==> src/rtl/calc_pkg.sv <==
// Address-width helpers and the rectangle clipping function for the command decoders.
package calc_pkg;

  typedef enum logic [2:0] {X1, Y1, W, H, COLOR} fillarea_arg_e;

  // Wide enough to hold a full-panel extent, not just the last index.
  function automatic int unsigned num_column_address_bits(input int unsigned cols);
    return $clog2(cols + 1);
  endfunction

  function automatic int unsigned num_row_address_bits(input int unsigned rows);
    return $clog2(rows + 1);
  endfunction

  // Length of [start, start+len) that lies inside [0, max); zero when start is off-panel.
  function automatic logic [8:0] clip_extent(input logic [8:0] start,
                                             input logic [8:0] len,
                                             input logic [8:0] max);
    logic [8:0] room;
    room = 9'd0;
    if (start >= max) return 9'd0;
    room = max - start;
    return (len < room) ? len : room;
  endfunction

endpackage

==> src/rtl/params_pkg.sv <==
// Panel geometry and pixel format shared by the display command front ends.
package params_pkg;

  localparam int unsigned BYTES_PER_PIXEL = 3;
  localparam int unsigned PIXEL_WIDTH     = 64;
  localparam int unsigned PIXEL_HEIGHT    = 32;

endpackage

==> src/rtl/control_cmd_fillarea.sv <==
// Fill-area command front end: gathers the argument bytes, clips the rectangle to the
// panel, drives the fill sub-command handshake and reports completion upstream.
module control_cmd_fillarea
  import calc_pkg::*;
#(
  parameter int unsigned BYTES_PER_PIXEL = params_pkg::BYTES_PER_PIXEL,
  parameter int unsigned PIXEL_WIDTH     = params_pkg::PIXEL_WIDTH,
  parameter int unsigned PIXEL_HEIGHT    = params_pkg::PIXEL_HEIGHT,
  parameter int unsigned _UNUSED         = 0,
  localparam int unsigned CW  = num_column_address_bits(PIXEL_WIDTH),
  localparam int unsigned RW  = num_row_address_bits(PIXEL_HEIGHT),
  localparam int unsigned CLW = BYTES_PER_PIXEL * 8
) (
  input  logic           clk,
  input  logic           reset,
  input  logic           enable,
  input  logic [7:0]     data_in,
  input  logic           data_ready,
  input  logic           ack,
  output logic           done,
  output logic [CW-1:0]  x1,
  output logic [RW-1:0]  y1,
  output logic [CW-1:0]  width,
  output logic [RW-1:0]  height,
  output logic [CLW-1:0] color,
  output logic           subcmd_enable,
  input  logic           subcmd_done,
  output logic           subcmd_ack
);

  typedef enum logic [3:0] {
    S_IDLE, S_X1, S_Y1, S_W, S_H, S_COLOR, S_CLIP, S_FILL, S_SUBACK, S_DONE
  } state_e;

  localparam int unsigned    CNTW      = (BYTES_PER_PIXEL > 1) ? $clog2(BYTES_PER_PIXEL) : 1;
  localparam logic [CNTW-1:0] LAST_BYTE = CNTW'(BYTES_PER_PIXEL - 1);

  // Reserved parameter; no behaviour attached.
  if (_UNUSED != 0) begin : g_unused
  end

  state_e         state, state_d;
  logic [CW-1:0]  x1_arg, x1_arg_d;
  logic [RW-1:0]  y1_arg, y1_arg_d;
  logic [7:0]     w_arg, w_arg_d;
  logic [7:0]     h_arg, h_arg_d;
  logic [CLW-1:0] color_arg, color_arg_d;
  logic [CNTW-1:0] cnt, cnt_d;
  logic [CW-1:0]  x1_d, width_d;
  logic [RW-1:0]  y1_d, height_d;
  logic [CLW-1:0] color_d;
  logic           done_d, subcmd_enable_d, subcmd_ack_d;
  logic [8:0]     clip_w, clip_h;

  always_ff @(posedge clk) begin
    if (reset) state <= S_IDLE;
    else       state <= state_d;
  end

  // Next state, argument capture and output values; outputs are decoded from the next state.
  always_comb begin
    state_d     = state;
    x1_arg_d    = x1_arg;
    y1_arg_d    = y1_arg;
    w_arg_d     = w_arg;
    h_arg_d     = h_arg;
    color_arg_d = color_arg;
    cnt_d       = cnt;
    x1_d        = x1;
    y1_d        = y1;
    width_d     = width;
    height_d    = height;
    color_d     = color;
    clip_w      = clip_extent(9'(x1_arg), 9'(w_arg), 9'(PIXEL_WIDTH));
    clip_h      = clip_extent(9'(y1_arg), 9'(h_arg), 9'(PIXEL_HEIGHT));

    case (state)
      S_IDLE: if (enable) state_d = S_X1;
      S_X1: begin
        if (!enable) state_d = S_IDLE;
        else if (data_ready) begin
          x1_arg_d = CW'(data_in);
          state_d  = S_Y1;
        end
      end
      S_Y1: begin
        if (!enable) state_d = S_IDLE;
        else if (data_ready) begin
          y1_arg_d = RW'(data_in);
          state_d  = S_W;
        end
      end
      S_W: begin
        if (!enable) state_d = S_IDLE;
        else if (data_ready) begin
          w_arg_d = data_in;
          state_d = S_H;
        end
      end
      S_H: begin
        if (!enable) state_d = S_IDLE;
        else if (data_ready) begin
          h_arg_d = data_in;
          cnt_d   = '0;
          state_d = S_COLOR;
        end
      end
      S_COLOR: begin
        if (!enable) state_d = S_IDLE;
        else if (data_ready) begin
          color_arg_d = (color_arg << 8) | CLW'(data_in);
          if (cnt == LAST_BYTE) state_d = S_CLIP;
          else                  cnt_d   = cnt + CNTW'(1);
        end
      end
      S_CLIP: begin
        x1_d     = x1_arg;
        y1_d     = y1_arg;
        width_d  = CW'(clip_w);
        height_d = RW'(clip_h);
        color_d  = color_arg;
        // An empty rectangle never launches the fill.
        state_d  = (clip_w == 9'd0 || clip_h == 9'd0) ? S_DONE : S_FILL;
      end
      S_FILL:   if (subcmd_done) state_d = S_SUBACK;
      S_SUBACK: state_d = S_DONE;
      S_DONE:   if (ack) state_d = S_IDLE;
      default:  state_d = S_IDLE;
    endcase

    done_d          = (state_d == S_DONE);
    subcmd_enable_d = (state_d == S_FILL);
    subcmd_ack_d    = (state_d == S_SUBACK);
  end

  always_ff @(posedge clk) begin
    if (reset) begin
      x1_arg        <= '0;
      y1_arg        <= '0;
      w_arg         <= '0;
      h_arg         <= '0;
      color_arg     <= '0;
      cnt           <= '0;
      x1            <= '0;
      y1            <= '0;
      width         <= '0;
      height        <= '0;
      color         <= '0;
      done          <= 1'b0;
      subcmd_enable <= 1'b0;
      subcmd_ack    <= 1'b0;
    end else begin
      x1_arg        <= x1_arg_d;
      y1_arg        <= y1_arg_d;
      w_arg         <= w_arg_d;
      h_arg         <= h_arg_d;
      color_arg     <= color_arg_d;
      cnt           <= cnt_d;
      x1            <= x1_d;
      y1            <= y1_d;
      width         <= width_d;
      height        <= height_d;
      color         <= color_d;
      done          <= done_d;
      subcmd_enable <= subcmd_enable_d;
      subcmd_ack    <= subcmd_ack_d;
    end
  end

endmodule

==> config.mk <==
export PLATFORM = sky130hd
export DESIGN_NAME = control_cmd_fillarea
export DESIGN_NICKNAME = d
export VERILOG_FILES = /design/src/rtl/calc_pkg.sv /design/src/rtl/params_pkg.sv /design/src/rtl/control_cmd_fillarea.sv
export SDC_FILE = /design/constraint.sdc
export NUM_CORES = 1
export LEC_CHECK = 0
export ABC_AREA = 1
export CORE_MARGIN = 2
export CORE_UTILIZATION = 40
export CTS_BUF_LIST = sky130_fd_sc_hd__clkbuf_8
export DETAILED_ROUTE_END_ITERATION = 10
export REMOVE_ABC_BUFFERS = 1
export SLEW_MARGIN = 20
export SYNTH_ARGS = -nofsm -noshare
export SYNTH_HDL_FRONTEND = slang
export SYNTH_SLANG_ARGS = --single-unit
==> constraint.sdc <==
create_clock -name clk -period 2.48 [get_ports clk]
set_clock_uncertainty 0.05 [all_clocks]
set_input_delay 0.496 -clock clk [delete_from_list [all_inputs] [get_ports clk]]
set_output_delay 0.496 -clock clk [all_outputs]
set_load 0.02 [all_outputs]
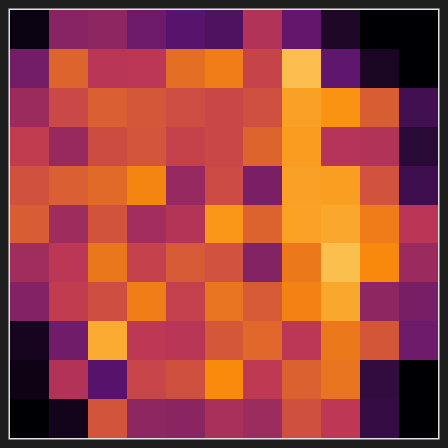
Fig. 1. Cell density map.
The die is cut into 11 by 11 equal tiles; black is low, pale yellow is high, 0 to 100% covered.
fullest tile	86%
nearly empty tiles	5.0%
densest ninth of the die	right middle
tiles over 75% full	9.9%
mean over tiles	48%

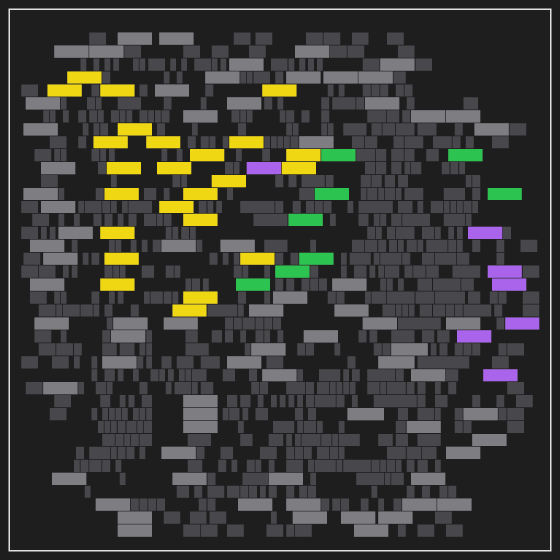
Fig. 2. Register map, names as in the netlist.
Other sequential cells in the stronger grey, the rest of the logic in the fainter grey.
colour	signal	flops
purple	x1	7
yellow	color_arg	24
green	w_arg	8
not coloured	73

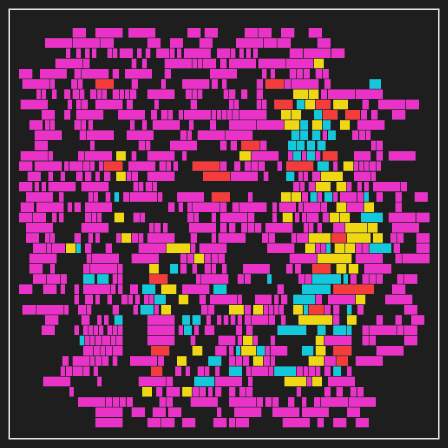
Fig. 3. Drive-strength map.
colour	size	cells	share	most used
cyan	x2	56	7.5%	nand2_2
yellow	x3 and x4	62	8.3%	buf_4
red	x6 and larger	22	3.0%	clkbuf_8
magenta	x1 and smaller	603	81%	nor2_1

==> notes.md <==
impl run done, here's what came out: total power draw=3.40 mW, filler instances=1094, sequential cell power=1.81 mW, # clock sinks=112, Non-clock buffers, area share=0.171, status=complete, but fails checks, worst setup path startpoint=x1_arg[0], Final ANT Viol Nets=0, Int Power=2.51 mW, Inverters=56, die area=12900 um2, initial antenna violation count=0, Clock transition at path regs=0.10 ns, Vias=4421, Reg power frac=0.532, PortBufs=66, Die W=113 um, switching pwr=894 uW, clock buf count=10, final hold viol count=0, period utilization=1.04, Reg area=2250 um2, EDFF count, synth=0, Post-Synth Adder-Cell Area=0.0392, top flop regs=color (24), color_arg (24), hold path start=cnt[1], failing checks=setup timing, Clock Path Buffers=2, CTS buffer count=9, Synth Seq Share=0.468, clk tree area frac=0.0322, Syn Inst Count=640, dpl cell area=5850 um2, worst hold margin=0.412 ns, Mean Syn Cell Area=7.49 um2, Pre-antenna DRT Iters=4, Signal buffers=117, Max-slew headroom=0.517, Routability Congestion=0.875, via-per-instance ratio=4.99, crit path kind=reg2reg, RSZ-0062 raised after global routing=true, worst-margin pin slew=0.724 ns, final-stage net count=767, Core Util, Final=0.551, setup ws final=-0.101 ns, Inst Count DP=863, Comb power=456 uW, final setup TNS=-0.414 ns, final cell count without fillers=886, maximum VDD drop=0.291 mV, GRT overflow=0, Place WS=-0.242 ns, yosys aoi share=0.198, vias in the first global route=4057, Synth async-reset ratio=0, top power group=registers, synthesized flop and latch total=112, Core ar.=11600 um2, P&R area growth vs syn=33.0%, and+or+nand+nor area frac=0.210, Setup crit end kind=register, worst hold path type=reg2reg, R2R Path Start=x1_arg[0], setup violators final=6, crit-path cells=inv_2 > ha_4 > nand3_4 > nor3_4 > xor2_1 > ha_1 > a211o_1 > clkinv_2 > nand2_4 > a21oi_1 > nand2_1 > nand2_2 > nor2_4 > nand2_4 > nand3_4 > nand3_2 > nand2_1 > inv_1, n_taps=143, Yosys chip area=4790 um2, Final Critical Period=2.58 ns, ys cells=640, MI comb cells=442, CTS tree=done, worst-path maximum fanout=5, power share of the clock group=0.334
## kinds of logic (layout without fill, tap and decap cells)
family	count (synthesis)	in the layout
buffers and inverters	86	189
AND-OR/OR-AND	183	183
adder cells (fa/ha/maj)	15	15
XOR/XNOR	7	7
AND/OR/NAND/NOR	237	237
flip-flops	112	112
## routing by layer
layer | part of all wire | track usage | routed length, um
met3 | 0.036 | 0.0367 | 437
met2 | 0.45 | 0.301 | 5530
met1 | 0.50 | 0.275 | 6120
met4 | 0.0087 | 0.0512 | 106
met5 | 0 | 0 | 0
## synth_stat cells (2+ instances only)
master / instances / area (um2)
nand2_1: 70 / 263
o21ai_0: 103 / 515
o21ai_1: 3 / 15.0
buf_2: 8 / 40.0
inv_1: 48 / 180
dfxtp_1: 112 / 2240
nand2_2: 9 / 56.3
xor2_1: 7 / 61.3
o22ai_1: 2 / 12.5
nor2_1: 118 / 443
inv_2: 6 / 22.5
a211o_1: 2 / 17.5
nor3_1: 2 / 10.0
ha_1: 15 / 188
nor2_2: 3 / 18.8
o211ai_1: 2 / 15.0
a21oi_1: 67 / 335
nand3_1: 25 / 125
nand2_4: 3 / 33.8
nand4_1: 2 / 12.5
nand3_2: 2 / 20.0
clkbuf_1: 19 / 71.3
## repair_timing
item | CTS | global route
setup endpoints to repair | 5 | 8
buffers inserted | 4 | 3
hold buffers | 0 | 0
pin swaps | 15 | 25
gates resized | 16 | 49
## final timing paths
| kind | to | slack (ns) | cells after the start |
|---|---|---|---|
| worst max-delay path | state[2] | -0.10 | 18 |
| worst max register to register | state[2] | -0.10 | 18 |
| worst min-delay path | cnt[1] | 0.41 | 2 |
| worst min register to register | cnt[1] | 0.41 | 2 |
No activity file was given, so power comes from the tool's default toggle rates.
